==> config.mk <==
export PLATFORM = sky130hd
export DESIGN_NAME = axi_lite_rd_arbiter_flat
export DESIGN_NICKNAME = d
export VERILOG_FILES = /design/src/rtl/axi_lite_rd_arbiter_if.sv /design/src/rtl/axi_lite_rd_arbiter.sv /design/src/flat_wrapper.sv
export SDC_FILE = /design/constraint.sdc
export NUM_CORES = 1
export LEC_CHECK = 0
export CORE_UTILIZATION = 33
export DETAILED_ROUTE_END_ITERATION = 10
export PLACE_DENSITY_LB_ADDON = 0.1
export SLEW_MARGIN = 20
export SYNTH_ARGS = -nofsm -noshare
export SYNTH_HDL_FRONTEND = slang
export SYNTH_SLANG_ARGS = --single-unit
==> constraint.sdc <==
create_clock -name clk -period 3.2 [get_ports clk]
set_input_delay 0.64 -clock clk [delete_from_list [all_inputs] [get_ports clk]]
set_output_delay 0.64 -clock clk [all_outputs]
set_load 0.02 [all_outputs]
run_1/gates.png
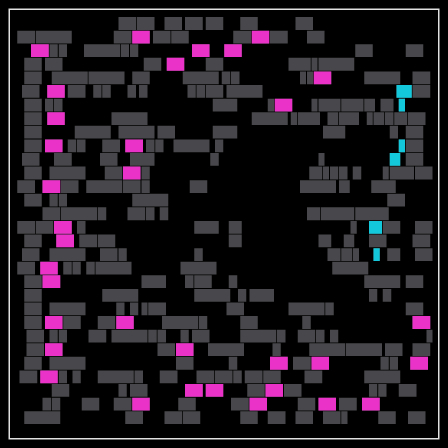
- mux cells: magenta (cells 34; most used mux2i_1; where widely spread)
- nor cells: cyan (cells 6; most used nor2_1)
Commonest Layout Cell: clkdlybuf4s50_1
Comb area share: 30.8%

run_1/pinout.png
Scale bar: 20 um. Pins as bars across the die edge, other pins in gray.
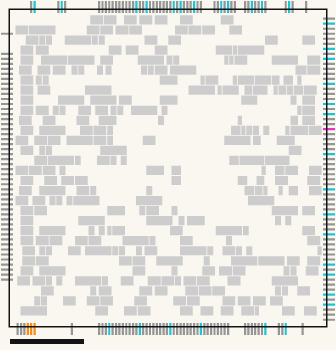
- `m0_rd_valid`: magenta (pins 1; direction output; edge east)
- `m1_rd_data`: cyan (pins 32; direction output; edge 14 east, 12 north, 6 south)
- `m1_ar_prot`: orange (pins 3; direction input; edge south)
chip width: 85.7 um
die height: 85.7 um
IO Port Bufs: 114

run_1/route_heat.png
17 x 17 tiles, from white (low) to dark blue (high), scaled to the fullest tile. Values are wire area over tile area, all layers added.
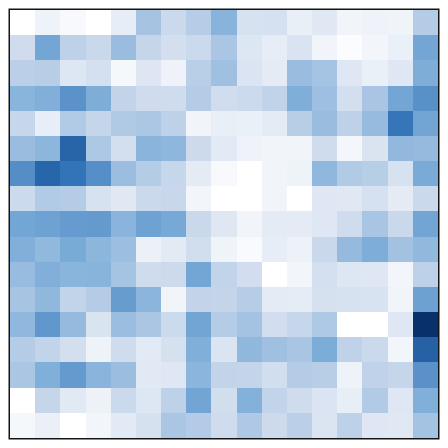
- tiles over half the peak: 10%
- densest ninth of the die: west
- mean over tiles: 0.12
- fullest tile: 0.45
- nearly empty tiles: 4.2%
- emptiest ninth of the die: center
WL final: 5120 um
GRT Overall Usage: 14.4%
WL per Instance: 12.7 um

==> CHANGELOG.md, run 1 <==
## Flow update

* Final Critical Period at 2950 ps
* CTS resizes at 0
* Setup CP Type: in2out
* Routed Antenna Nets at 0
* Post-Layout Cell Count at 402
* Synth logic family: buffers and inverters
* Max FFs per register at 32
* Final hold violation count at 0
* Nets at 423
* Congestion Overflow GR at 0
* ANT cells at 0
* Crit end category: output port
* Post-CTS Hold Buffers at 0
* Residual DRC count at 0
* Mapped Area at 2310 um^2
* Post-DP Area at between 3000 and 4000 um^2
* YS warnings at 0
* CTS tree: built
* Ports at 219
* Cell chain of the critical path: clkdlybuf4s50_1 > nand2b_4 > o21bai_4 > nor3b_1 > clkdlybuf4s50_1
* Pwr dens at between 500 and 600 nW/um^2
* Yosys cell types at 31
* Final setup viols at 0
* Status: finished, final reports clean
* Slowest cell on the critical path: clkdlybuf4s50_1
* Reg area at about 740 um^2
* Simple Share, Synth at under 10%
* Die area at ~7300 um^2
* Fin worst setup slack at around 250 ps
* Most numerous logic cells after layout: clkdlybuf4s50_1, dfxtp_1, mux2i_1
* Leak Pwr at approximately 1.3 nW
==> run 1: Yosys cell counts (3+ instances only) <==
master / instances / area, um^2
buf_4: 67 / 503
dfxtp_1: 37 / 741
mux2i_1: 34 / 340
a21oi_1: 33 / 165
o21ai_0: 28 / 140
nand2_1: 8 / 30.0
clkbuf_1: 7 / 26.3
o21ai_1: 6 / 30.0
ha_1: 5 / 62.6
buf_2: 4 / 20.0
inv_1: 4 / 15.0
buf_12: 3 / 60.1
nor2_1: 3 / 11.3
==> run 1: critical path, delay by kind of cell <==
| family | cells | cell delay, ps |
|---|---|---|
| simple gates | 2 | 370 |
| compound gates | 1 | 140 |
| buf+inv | 2 | 1160 |
==> run 1: cells by family after synthesis <==
| group | after synthesis |
|---|---|
| mux | 34 |
| fa+ha+maj | 5 |
| compound gates | 74 |
| simple gates | 23 |
| flops | 37 |
| other cells | 1 |
| buf+inv | 86 |
==> run 1: routing by layer <==
layer  global-route usage [%]  vias up  wire [um]
met1                     16.2      771       2080
met5                        0        -          0
met3                     7.80       21        625
met4                     7.12        0        144
met2                     22.1       87       2270
li1                         -      918          -
==> run 1: report_power, final <==
part	switching (mW)	internal [mW]	total (mW)
clock	0.159	0.171	0.330
sequential	0.0637	0.581	0.644
combinational	0.435	0.422	0.856
==> run 1: cell type report <==
type                            count  share of cell area, %
Timing Repair Buffer              120                   38.2
Multi-Input combinational cell    138                   30.8
Sequential cell                    37                   23.9
Tap cell                           96                   3.87
Clock buffer                        7                   2.78
Inverter                            4                  0.484
==> inputs of run 2 (changes only) <==
--- a/config.mk
+++ b/config.mk
@@ -5,7 +5,9 @@
 export SDC_FILE = /design/constraint.sdc
 export NUM_CORES = 1
 export LEC_CHECK = 0
+export CAP_MARGIN = 15
 export CORE_UTILIZATION = 33
+export CTS_CLUSTER_DIAMETER = 150
 export DETAILED_ROUTE_END_ITERATION = 10
 export PLACE_DENSITY_LB_ADDON = 0.1
 export SLEW_MARGIN = 20
==> run 2 against run 1 <==
  * Global-route usage unchanged
  * Area after synthesis did not move
  * Largest cell class unchanged
  * Synthesized cell count did not move
  * Die size is the same
  * Count of clock-buffer cells in the layout unchanged
  * Flip-flop count is the same
  * Combinational power about the same
  * Design area unchanged
  * Critical path depth stayed put
==> CHANGELOG.md, run 2 <==
## Flow update

* Setup CP Type: in2out (unchanged)
* Max FFs per register at 32 (unchanged)
* Htree depth at 2 (unchanged)
* WL per Instance at 12.7 um (unchanged)
* Area leader, netlist: dfxtp_1 (unchanged)
* Residual DRC count at 0 (unchanged)
* Top post-synthesis cells by count: buf_4, dfxtp_1, mux2i_1 (unchanged)
* Congestion Overflow GR at 0 (unchanged)
* Final setup viols at 0 (unchanged)
* Top-area cell type share of the netlist area at 32.1% (unchanged)
* ANT cells at 0 (unchanged)
* CTS tree: built (unchanged)
* Chip width at 85.7 um (unchanged)
* Routed Antenna Nets at 0 (unchanged)
* Share of cells above drive strength 1 at 5.56% (unchanged)
* Die height at 85.7 um (unchanged)
* CTS resizes at 0 (unchanged)
* GRT Overall Usage at 14.4% (unchanged)
* Ports at 219 (unchanged)
* Yosys cell types at 31 (unchanged)
* Cell chain of the critical path: clkdlybuf4s50_1 > nand2b_4 > o21bai_4 > nor3b_1 > clkdlybuf4s50_1 (unchanged)
* Die area at 7340 um^2 (unchanged)
* Post-CTS Hold Buffers at 0 (unchanged)
* Final hold violation count at 0 (unchanged)
* Most common cell in the synthesized netlist: buf_4 (unchanged)
* Leak Pwr at 1.31 nW (unchanged)
* Commonest Layout Cell: clkdlybuf4s50_1 (unchanged)
* Pwr dens at 590 nW/um^2 (unchanged)
* Largest cells by area after synthesis: dfxtp_1, buf_4, mux2i_1 (unchanged)
* IO Port Bufs at 114 (unchanged)
* Crit end category: output port (unchanged)
* Tool warnings at 36 (unchanged)
* YS warnings at 0 (unchanged)
* Most numerous logic cells after layout: clkdlybuf4s50_1, dfxtp_1, mux2i_1 (unchanged)
* Nets at 423 (unchanged)
* Slowest cell on the critical path: clkdlybuf4s50_1 (unchanged)
* WL final at 5120 um (unchanged)
* Final Critical Period at 2950 ps (unchanged)
* DR iter-0 viols at 18 (unchanged)
* Status: finished, final reports clean (unchanged)
* Mapped Area at 2310 um^2 (unchanged)
-- run 2: layer usage --
| layer | GRT usage [%] | vias to the layer above | wire length (um) |
|---|---|---|---|
| li1 | - | 918 | - |
| met1 | 16.2 | 771 | 2080 |
| met2 | 22.1 | 87 | 2270 |
| met3 | 7.80 | 21 | 625 |
| met4 | 7.12 | 0 | 144 |
| met5 | 0 | - | 0 |
-- run 2: critical path: cells and delay by family --
kind                   cells  cell delay (ps)
buffers and inverters      2             1160
AND-OR/OR-AND              1              140
AND/OR/NAND/NOR            2              370
-- run 2: cell type report --
type | instances | area (um^2) | share of cell area [%]
timing repair buffer | 120 | 1190 | 38.2
multi-input combinational | 138 | 956 | 30.8
sequential | 37 | 741 | 23.9
tap | 96 | 120 | 3.87
clock buffer | 7 | 86.3 | 2.78
inverter | 4 | 15.0 | 0.484
-- run 2: cells by family after synthesis --
logic type,Yosys count,synth area share [%]
buffers and inverters,86,27.5
muxes,34,14.7
DFF,37,32.1
and+or+nand+nor,23,5.80
adders and majority gates,5,2.71
other,1,0.162
AOI/OAI and AO/OA,74,17.0
-- run 2: metrics by stage --
stage	hold WS (ps)	instance area (um^2)	std cells	util (%)	worst slack (ps)
floorplan	447	2310	261	-	814
global placement	480	3020	395	44.4	227
detailed placement	475	3020	395	44.4	250
CTS	485	3100	402	45.7	235
global route	499	3100	402	45.7	117
finish	479	3100	402	45.7	247
-- run 2: report_power, final --
group | internal, mW | switching (mW) | leakage [nW]
logic | 0.422 | 0.435 | 0.958
clock network | 0.171 | 0.159 | 0.0443
registers | 0.581 | 0.0637 | 0.306
run_2/route_heat.png
17 x 17 tiles, from white (low) to dark blue (high), scaled to the fullest tile. Values are wire area over tile area, all layers added.
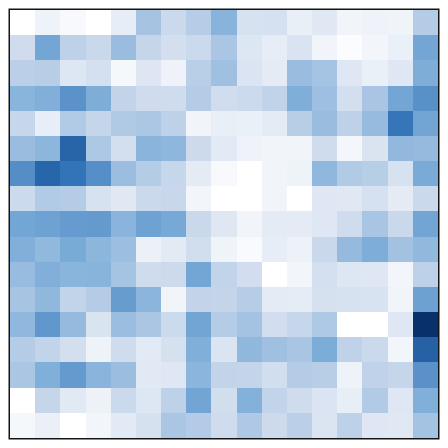
- densest ninth of the die: west
- emptiest ninth of the die: center
- tiles over half the peak: 10%
- fullest tile: 0.45
Vias: 1,797

run_2/gates.png
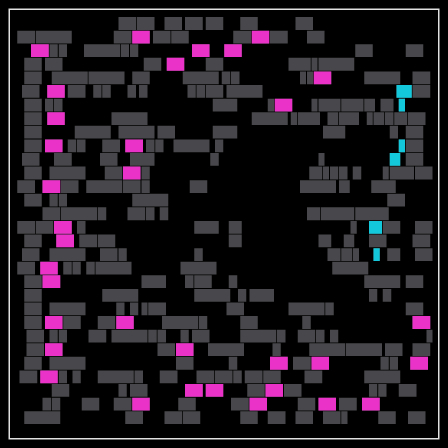
- nor cells: cyan (cells 6; most used nor2_1)
- mux cells: magenta (cells 34; most used mux2i_1; where widely spread)
Post-Layout Cell Count: 402

run_2/clock_nets.png
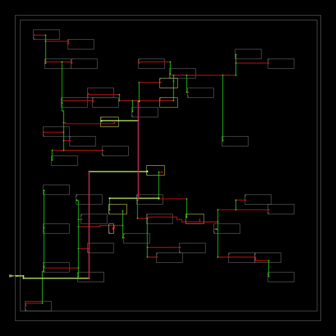
Power Clock: 0.330 mW
Clock Sinks: 37
final sequential cell count: 37
Latency at later pin: 280 ps

No activity file was given, so power comes from the tool's default toggle rates.
